## config.mk

```make
export PLATFORM = sky130hd
export DESIGN_NAME = rom_sequencer
export DESIGN_NICKNAME = d
export VERILOG_FILES = /design/src/rtl/rom_seq_pkg.sv /design/src/rtl/rom_seq_pc.sv /design/src/rtl/rom_sequencer.sv
export SDC_FILE = /design/constraint.sdc
export NUM_CORES = 1
export LEC_CHECK = 0
export CORE_MARGIN = 2
export CORE_UTILIZATION = 35
export DETAILED_ROUTE_END_ITERATION = 8
export GPL_TIMING_DRIVEN = 0
export PLACE_DENSITY_LB_ADDON = 0.12
export SLEW_MARGIN = 10
export SYNTH_ARGS = -nofsm -noshare
export SYNTH_HDL_FRONTEND = slang
export SYNTH_SLANG_ARGS = --single-unit
```

## constraint.sdc

```tcl
create_clock -name clk -period 1.6 [get_ports clk]
set_clock_uncertainty 0.1 [all_clocks]
set_input_delay 0.32 -clock clk [delete_from_list [all_inputs] [get_ports clk]]
set_output_delay 0.32 -clock clk [all_outputs]
set_load 0.05 [all_outputs]
```

## src/rtl/rom_seq_pkg.sv

```systemverilog
// Shared types and defaults for the ROM-driven instruction sequencer.
package rom_seq_pkg;

  localparam int unsigned ADDR_W_DEF = 6;
  localparam int unsigned DATA_W_DEF = 34;

  // Word value that ends a run when the halt feature is built in.
  localparam logic [DATA_W_DEF-1:0] HALT_WORD = '0;

  typedef enum logic [1:0] {
    ST_IDLE  = 2'd0,
    ST_FETCH = 2'd1,
    ST_HOLD  = 2'd2,
    ST_DONE  = 2'd3
  } seq_state_e;

endpackage : rom_seq_pkg

```

## src/rtl/rom_seq_pc.sv

```systemverilog
// Program counter for the ROM sequencer: load-zero, load-target and
// increment controls, in that priority order. Increment wraps naturally.
module rom_seq_pc
  import rom_seq_pkg::*;
#(
  parameter int unsigned ADDR_W = ADDR_W_DEF
) (
  input  logic              clk,
  input  logic              rst,
  input  logic              load_zero_i,
  input  logic              load_target_i,
  input  logic              incr_i,
  input  logic [ADDR_W-1:0] target_i,
  output logic [ADDR_W-1:0] pc_o
);

  logic [ADDR_W-1:0] pc_q;

  // PC register with synchronous reset.
  always_ff @(posedge clk) begin
    if (rst) begin
      pc_q <= '0;
    end else if (load_zero_i) begin
      pc_q <= '0;
    end else if (load_target_i) begin
      pc_q <= target_i;
    end else if (incr_i) begin
      pc_q <= pc_q + ADDR_W'(1);
    end
  end

  assign pc_o = pc_q;

endmodule : rom_seq_pc

```

## src/rtl/rom_sequencer.sv

```systemverilog
// ROM sequencer: fetches words from a combinational ROM one at a time and
// presents each on a valid/ready handshake, with branch redirect on accept.
// Optional feature macro: ROM_SEQ_HALT_EN -- an accepted all-zero word ends
// the run just like reaching LAST_ADDR.
module rom_sequencer
  import rom_seq_pkg::*;
#(
  parameter int unsigned ADDR_W    = ADDR_W_DEF,
  parameter int unsigned DATA_W    = DATA_W_DEF,
  parameter int unsigned LAST_ADDR = 63
) (
  input  logic              clk,
  input  logic              rst,
  input  logic              start,
  output logic [ADDR_W-1:0] rom_addr,
  input  logic [DATA_W-1:0] rom_data,
  output logic [DATA_W-1:0] instr,
  output logic              instr_valid,
  input  logic              instr_ready,
  input  logic              branch_en,
  input  logic [ADDR_W-1:0] branch_target,
  output logic              busy,
  output logic              done
);

  seq_state_e        state_q;
  logic [DATA_W-1:0] instr_q;
  logic              instr_valid_q;
  logic              busy_q;
  logic              done_q;
  logic [ADDR_W-1:0] pc;

  logic accept_c;
  logic halt_c;
  logic end_c;
  logic load_zero_c;
  logic load_target_c;
  logic incr_c;

  // Handshake, end-of-run detection and pc controls for this cycle.
  always_comb begin
    accept_c = (state_q == ST_HOLD) && instr_valid_q && instr_ready;
`ifdef ROM_SEQ_HALT_EN
    halt_c   = (instr_q == DATA_W'(HALT_WORD));
`else
    halt_c   = 1'b0;
`endif
    end_c         = (pc == ADDR_W'(LAST_ADDR)) || halt_c;
    load_zero_c   = ((state_q == ST_IDLE) || (state_q == ST_DONE)) && start;
    load_target_c = accept_c && branch_en;
    incr_c        = accept_c && !branch_en && !end_c;
  end

  rom_seq_pc #(
    .ADDR_W(ADDR_W)
  ) u_pc (
    .clk          (clk),
    .rst          (rst),
    .load_zero_i  (load_zero_c),
    .load_target_i(load_target_c),
    .incr_i       (incr_c),
    .target_i     (branch_target),
    .pc_o         (pc)
  );

  // Sequencer FSM with registered instr/valid/busy/done.
  always_ff @(posedge clk) begin
    if (rst) begin
      state_q       <= ST_IDLE;
      instr_q       <= '0;
      instr_valid_q <= 1'b0;
      busy_q        <= 1'b0;
      done_q        <= 1'b0;
    end else begin
      case (state_q)
        ST_IDLE, ST_DONE: begin
          if (start) begin
            state_q <= ST_FETCH;
            busy_q  <= 1'b1;
            done_q  <= 1'b0;
          end
        end
        ST_FETCH: begin
          instr_q       <= rom_data;
          instr_valid_q <= 1'b1;
          state_q       <= ST_HOLD;
        end
        ST_HOLD: begin
          if (accept_c) begin
            instr_valid_q <= 1'b0;
            if (branch_en || !end_c) begin
              state_q <= ST_FETCH;
            end else begin
              state_q <= ST_DONE;
              busy_q  <= 1'b0;
              done_q  <= 1'b1;
            end
          end
        end
        default: begin
          state_q <= ST_IDLE;
          busy_q  <= 1'b0;
          done_q  <= 1'b0;
        end
      endcase
    end
  end

  assign rom_addr    = pc;
  assign instr       = instr_q;
  assign instr_valid = instr_valid_q;
  assign busy        = busy_q;
  assign done        = done_q;

endmodule : rom_sequencer

```

==> notes.md <==
fresh numbers from the pnr run: path category of the worst min-delay check=reg2reg, YS chip area=about 0.0019 sq mm, CP peak stage delay=roughly 520 ps, Synth Cell Area=approximately 0.0019 sq mm, antenna violations before repair=0, antenna-violating nets left=0, largest net degree at the start of global routing=16, crit end category=output port, crit path DRT=about 1200 ps, Nets=334, hpwl dp=approximately 3.3 mm, Slew Viols, Final=0, clk ins delay skew pair=290 ps, CP bufs+invs=1, Setup TNS=0 ps, CTS Hold Bufs=0, yosys stat cell total=189, VDD IR max=roughly 0.00077 V, htree depth=2, routed length per instance=12.4 um, DR DRC count=0, Setup crit start=instr[23], Synth area leader=dfxtp_1, Pre-Repair DR Iteration Count=4, Starting Density=0.363, max-cap violations=0, maximum root-to-sink buffer count=2, Worst Setup EP=instr[23], Yosys cell types=35, ys flops=approximately 45, hold path endpoint=done, routed vias/inst=4.57, clock root cell=clkbuf_8, async set-reset flop share out of synthesis=0, total placed cells including tap cells=346, Area leader share=0.482, Hold Vio Cnt, Final=0, synthesis-to-layout area growth=56.0%, chip area=0.00594 sq mm, crit-path cells=dlygate4sd2_1, status=complete, no violations, crit-path max FO=2, RSZ-0062 raised after global routing=yes, fmax=~640 MHz, count of tool warnings=29, crit start category=flop
state kept, by name, summed over array words and instances, names as in the netlist:
name         flops
busy             1
instr_valid      1
instr           34
state_q          2
done             1
u_pc.pc_o        6
kinds of logic after synthesis:
group / share of synthesized area
flops: 0.482
simple gates: 0.143
buf+inv: 0.0342
mux: 0.198
compound gates: 0.116
fa+ha+maj: 0.0268
per-stage QoR:
stage / util / hold WS [ps]
final: 0.567 / 385
after global routing: 0.567 / 403
after CTS: 0.571 / 382
after detailed placement: 0.551 / 373
after global placement: 0.551 / 368
after floorplan: - / 367
metal layers:
| metal | vias to the layer above | share of wire | GRT usage |
|---|---|---|---|
| met5 | - | 0 | 0 |
| met4 | 0 | 0.0043 | 0.0375 |
| met3 | 2 | 0.069 | 0.0506 |
| met2 | 41 | 0.47 | 0.248 |
| met1 | 739 | 0.45 | 0.198 |
| li1 | 846 | - | - |
cell type report:
type                       instances  area [sq um]
buffer                             9          63.8
inverter                           4          15.0
clock buffer                       5          68.8
clock inverter                     3          45.0
multi-input combinational        131           918
timing repair buffer              89           803
tap                               70          87.6
sequential                        45           912
fill                             487          2230
report_power, final:
group	internal (mW)	total (mW)	switching (mW)
clock	0.469	0.859	0.390
sequential	1.25	1.33	0.0764
combinational	0.502	1.30	0.796
synthesized netlist by cell type, drive strengths merged (3+ instances only):
| cell type | instances |
|---|---|
| dfxtp | 45 |
| nor2 | 40 |
| mux2i | 37 |
| a21oi | 13 |
| buf | 7 |
| nand2 | 6 |
| nand3 | 5 |
| o21ai | 5 |
| ha | 4 |
| inv | 4 |
| a211oi | 3 |
what timing repair did:
item                                    4_1_cts  5_1_grt
endpoints found under the setup margin       52       66
buffers inserted                              1        1
gates resized                                70       51
Fig. 1: port wiring
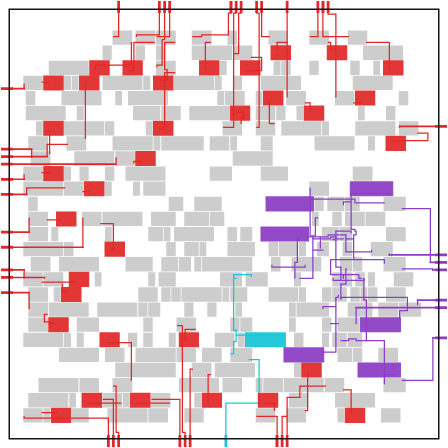
- cyan: `instr_valid` (direction output; end cells 1; buffers 1; wire 50.2 um)
- red: `rom_data` (direction input; end cells 34; buffers 34; wire 549 um)
- purple: `rom_addr` (direction output; end cells 6; buffers 6; wire 278 um)
Port Buffers: 87
io pins: 88

Fig. 2: I/O pins on the die edge
Pins as bars across the die edge, other pins in grey.
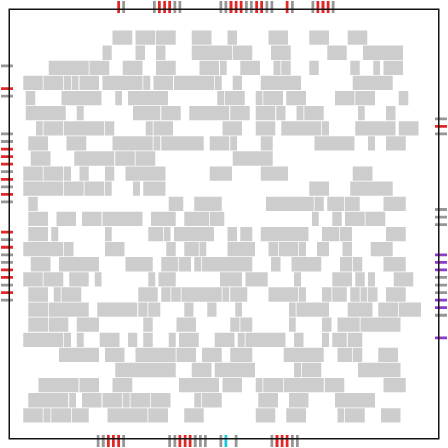
- cyan: `instr_valid` (pins 1; direction output; edge south)
- purple: `rom_addr` (pins 6; direction output; edge east)
- red: `rom_data` (pins 34; direction input; edge 13 north, 11 west, 9 south, 1 east)
- all pins by edge: 26 north, 23 south, 23 west, 16 east
Horiz. Die Dim: 77.1 um
Die Y: 77.1 um

Fig. 3: placement view
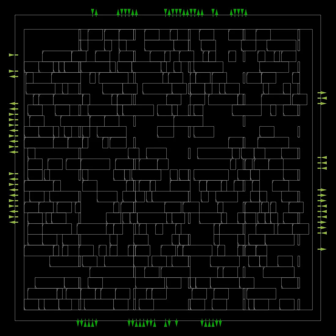
Post-Route Utilization: 0.567
row count: 26
post-route non-filler standard cell count: 356

Fig. 4: routed metal, one colour a layer
Scale bar: 20 um.
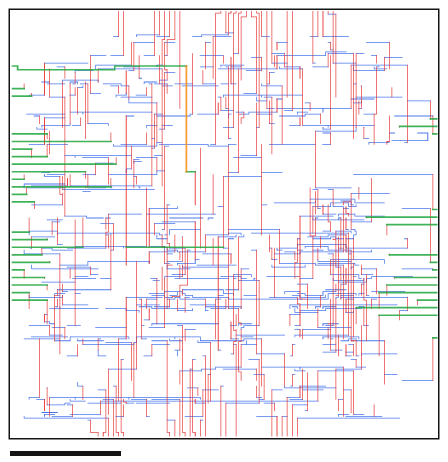
- green: M3 (wire length 303 um)
- red: M2 (wire length 2090 um)
- blue: M1 (wire length 2000 um)
- orange: M4 (wire length 19.0 um)

